==> src/rtl/response_checker_sync_fifo.sv <==
// Synchronous FIFO holding expected responses.
// Pointers carry one extra wrap bit so that full and empty both come
// straight from the registered pointers. Flush wins over push and pop.
module sync_fifo #(
  parameter int WIDTH = 7,
  parameter int DEPTH = 8
) (
  input  logic             clk,
  input  logic             rst_n,
  input  logic             flush_i,
  input  logic             push_i,
  input  logic [WIDTH-1:0] wdata_i,
  input  logic             pop_i,
  output logic [WIDTH-1:0] rdata_o,
  output logic             full_o,
  output logic             empty_o
);

  localparam int AW = $clog2(DEPTH);

  logic [AW:0]      wr_ptr_q, wr_ptr_d;
  logic [AW:0]      rd_ptr_q, rd_ptr_d;
  logic [WIDTH-1:0] mem_q [DEPTH];
  logic             push_ok;
  logic             pop_ok;

  assign empty_o = (wr_ptr_q == rd_ptr_q);
  assign full_o  = (wr_ptr_q[AW] != rd_ptr_q[AW]) &&
                   (wr_ptr_q[AW-1:0] == rd_ptr_q[AW-1:0]);

  // A push while full is refused even if a pop happens in the same cycle.
  assign push_ok = push_i && !full_o && !flush_i;
  assign pop_ok  = pop_i && !empty_o && !flush_i;

  assign rdata_o = mem_q[rd_ptr_q[AW-1:0]];

  // Next pointer values; flush returns both to zero.
  always_comb begin
    wr_ptr_d = wr_ptr_q;
    rd_ptr_d = rd_ptr_q;
    if (flush_i) begin
      wr_ptr_d = '0;
      rd_ptr_d = '0;
    end else begin
      if (push_ok) wr_ptr_d = wr_ptr_q + 1'b1;
      if (pop_ok)  rd_ptr_d = rd_ptr_q + 1'b1;
    end
  end

  // Pointer registers.
  always_ff @(posedge clk or negedge rst_n) begin
    if (!rst_n) begin
      wr_ptr_q <= '0;
      rd_ptr_q <= '0;
    end else begin
      wr_ptr_q <= wr_ptr_d;
      rd_ptr_q <= rd_ptr_d;
    end
  end

  // Storage needs no reset; occupancy is defined solely by the pointers.
  always_ff @(posedge clk) begin
    if (push_ok) mem_q[wr_ptr_q[AW-1:0]] <= wdata_i;
  end

endmodule

==> config.mk <==
export PLATFORM = sky130hd
export DESIGN_NAME = sync_fifo
export DESIGN_NICKNAME = d
export VERILOG_FILES = /design/src/rtl/response_checker_sync_fifo.sv
export SDC_FILE = /design/constraint.sdc
export NUM_CORES = 1
export LEC_CHECK = 0
export ABC_AREA = 1
export CORE_UTILIZATION = 52
export DETAILED_ROUTE_END_ITERATION = 12
export HOLD_SLACK_MARGIN = 0.02
export MAX_ROUTING_LAYER = met4
export PLACE_DENSITY = 0.75
export SLEW_MARGIN = 20
export SYNTH_ARGS = -nofsm -noshare
export SYNTH_HDL_FRONTEND = slang
export SYNTH_SLANG_ARGS = --single-unit
==> constraint.sdc <==
create_clock -name clk -period 1.6 [get_ports clk]
set_input_delay 0.16 -clock clk [delete_from_list [all_inputs] [get_ports clk]]
set_output_delay 0.16 -clock clk [all_outputs]
set_load 0.005 [all_outputs]
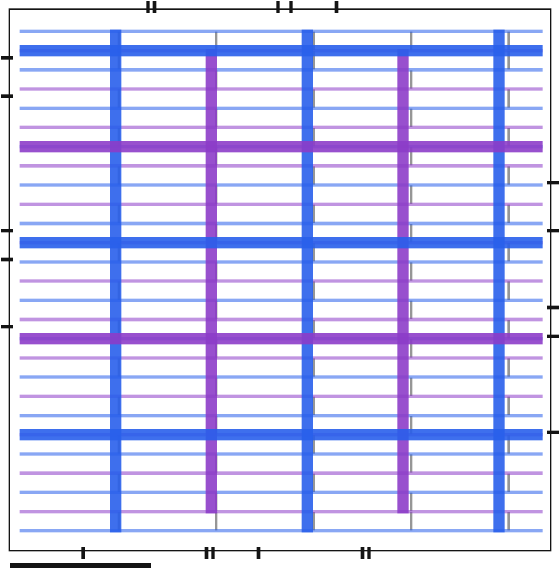
power_grid.png
The bar under the picture is 20 um long. Pins as bars on the die edge. Tap cells in grey.
VSS: drawn in blue. VDD: drawn in purple.
27 met1 rails follow the rows. 21 signal pins sit on the boundary. The core has 26 rows. 5 straps on met4. 70 tap cells.

==> notes.md <==
fresh numbers from the pnr run: failing checks negative setup slack, RSZ-0062 raised after global routing yes, layout net count 335, Setup CP Type reg2reg, Detailed Route WL between 7 and 8 mm, status complete, but fails checks, Crit path required time roughly 1700 ps, worst min path class in2async, total power ~4.1 mW, Final Max Tran Viols 0, Comb area share 25.1%, Data buffer area share between 10% and 20%, FF/Latch Area ~0.0019 mm2, Non-CTS buffers roughly 73, Worst R2R Start rd_ptr_q[0], Fin. Hold Viols 0, Synth Cell Area 0.00288 mm2, Filler cells around 310, Mapped Nets about 260, CTS max path bufs 2, synthesis-to-finish area growth 37.6%, CTS Sinks 64, FP Core Util 55.1%, hold-fix buffers at CTS 0, MUX share of area 0%, largest net degree at the start of global routing 18, Non-Clock Inverter Count 13, clock network area share around 4.9%, count of tool warnings 28, Setup Viol. Count Final 69, wire per inst about 18 um, post-route design area ~0.004 mm2, antenna violations before repair 0, CTS H-tree lvls 3, Yosys warnings 0, post-synthesis simple-gate area fraction about a fifth, peak supply drop about 0.00086 V, Yosys Chip Area ~0.0029 mm2, GP Congestion 0.865, sequential element share of the synthesized area about 65%, setup ws final -346 ps, Top cell excl fill/tap edfxtp_1, dpl hpwl ~4.2 mm, reg-to-reg slack, setup -350 ps, die width 76.5 um, tapcell count ~70, MI comb area approximately 1000 um2
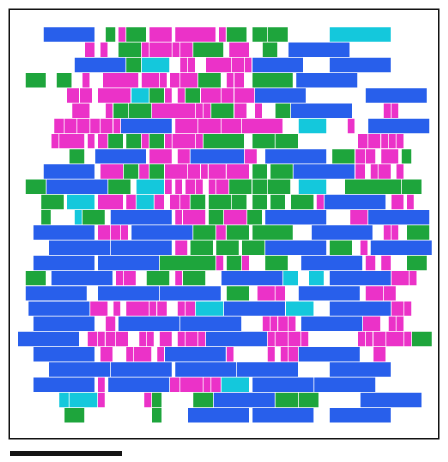
placement_by_type.png
The bar under the picture is 20 um long.
clock drivers and dummy loads: drawn in cyan, cells 16. remaining buffers and delay cells: drawn in green, cells 73. combinational and other logic: drawn in magenta, cells 173. sequential cells: drawn in blue, cells 64.

==> final timing paths <==
path                               endpoint  depth (start not counted)
worst max-delay path            mem_q[2][6]                          9
worst min register to register  wr_ptr_q[3]                          2
max in group asynchronous       rd_ptr_q[0]                          1
min in group clk                mem_q[1][5]                          1
worst max register to register  mem_q[2][6]                          9
worst min-delay path            wr_ptr_q[1]                          1
==> flip-flops by register name, indices dropped and copies added (netlist names) <==
register / count
wr_ptr_q: 4
mem_q: 56
rd_ptr_q: 4
==> synth_stat cells, drive strengths merged <==
master	instances	area, um2
o22ai	14	87.6
and2	1	8.76
nand3	16	92.6
inv	11	41.3
nand2	48	236
dfrtp	8	200
buf	11	66.3
nand4	10	77.6
nor2	38	170
o21ai	28	140
edfxtp	56	1680
clkbuf	2	21.3
clkinv	2	8.75
ha	2	25.0
xor2	3	26.3
==> report_power, final <==
group / total (mW) / internal [mW] / switching (mW)
registers: 1.87 / 1.85 / 0.0195
logic: 0.852 / 0.419 / 0.433
clock network: 1.38 / 0.718 / 0.661
==> per-layer routing <==
metal,global-route usage (%),wire length [um]
met1,32.2,2750
met2,40.4,3830
met3,6.59,511
met4,16.7,225
met5,-,0
==> critical path, stage by stage, from the launching register on <==
cell     delay (ps)
dfrtp_2         430
buf_6           140
buf_12          140
nand2_1         100
nand2_4          70
nand4_4          60
buf_6           110
nand3_4         210
nor2_4          250
buf_6           140
==> repair_timing <==
action / 4_1_cts / 5_1_grt
setup endpoints to repair: 65 / 73
hold endpoints to repair: 0 / 0
gates resized: 90 / 23
gates cloned: 3 / 0
pin swaps: 23 / 14
buffers inserted: 13 / 3
==> per-stage QoR <==
stage | util (%) | TNS (ps)
finish | 75.8 | -19240
global route | 75.8 | -22630
CTS | 74.8 | -17710
detailed placement | 64.8 | -2070
global placement | 64.8 | -1050
floorplan | - | 0
No activity file was given, so power comes from the tool's default toggle rates.
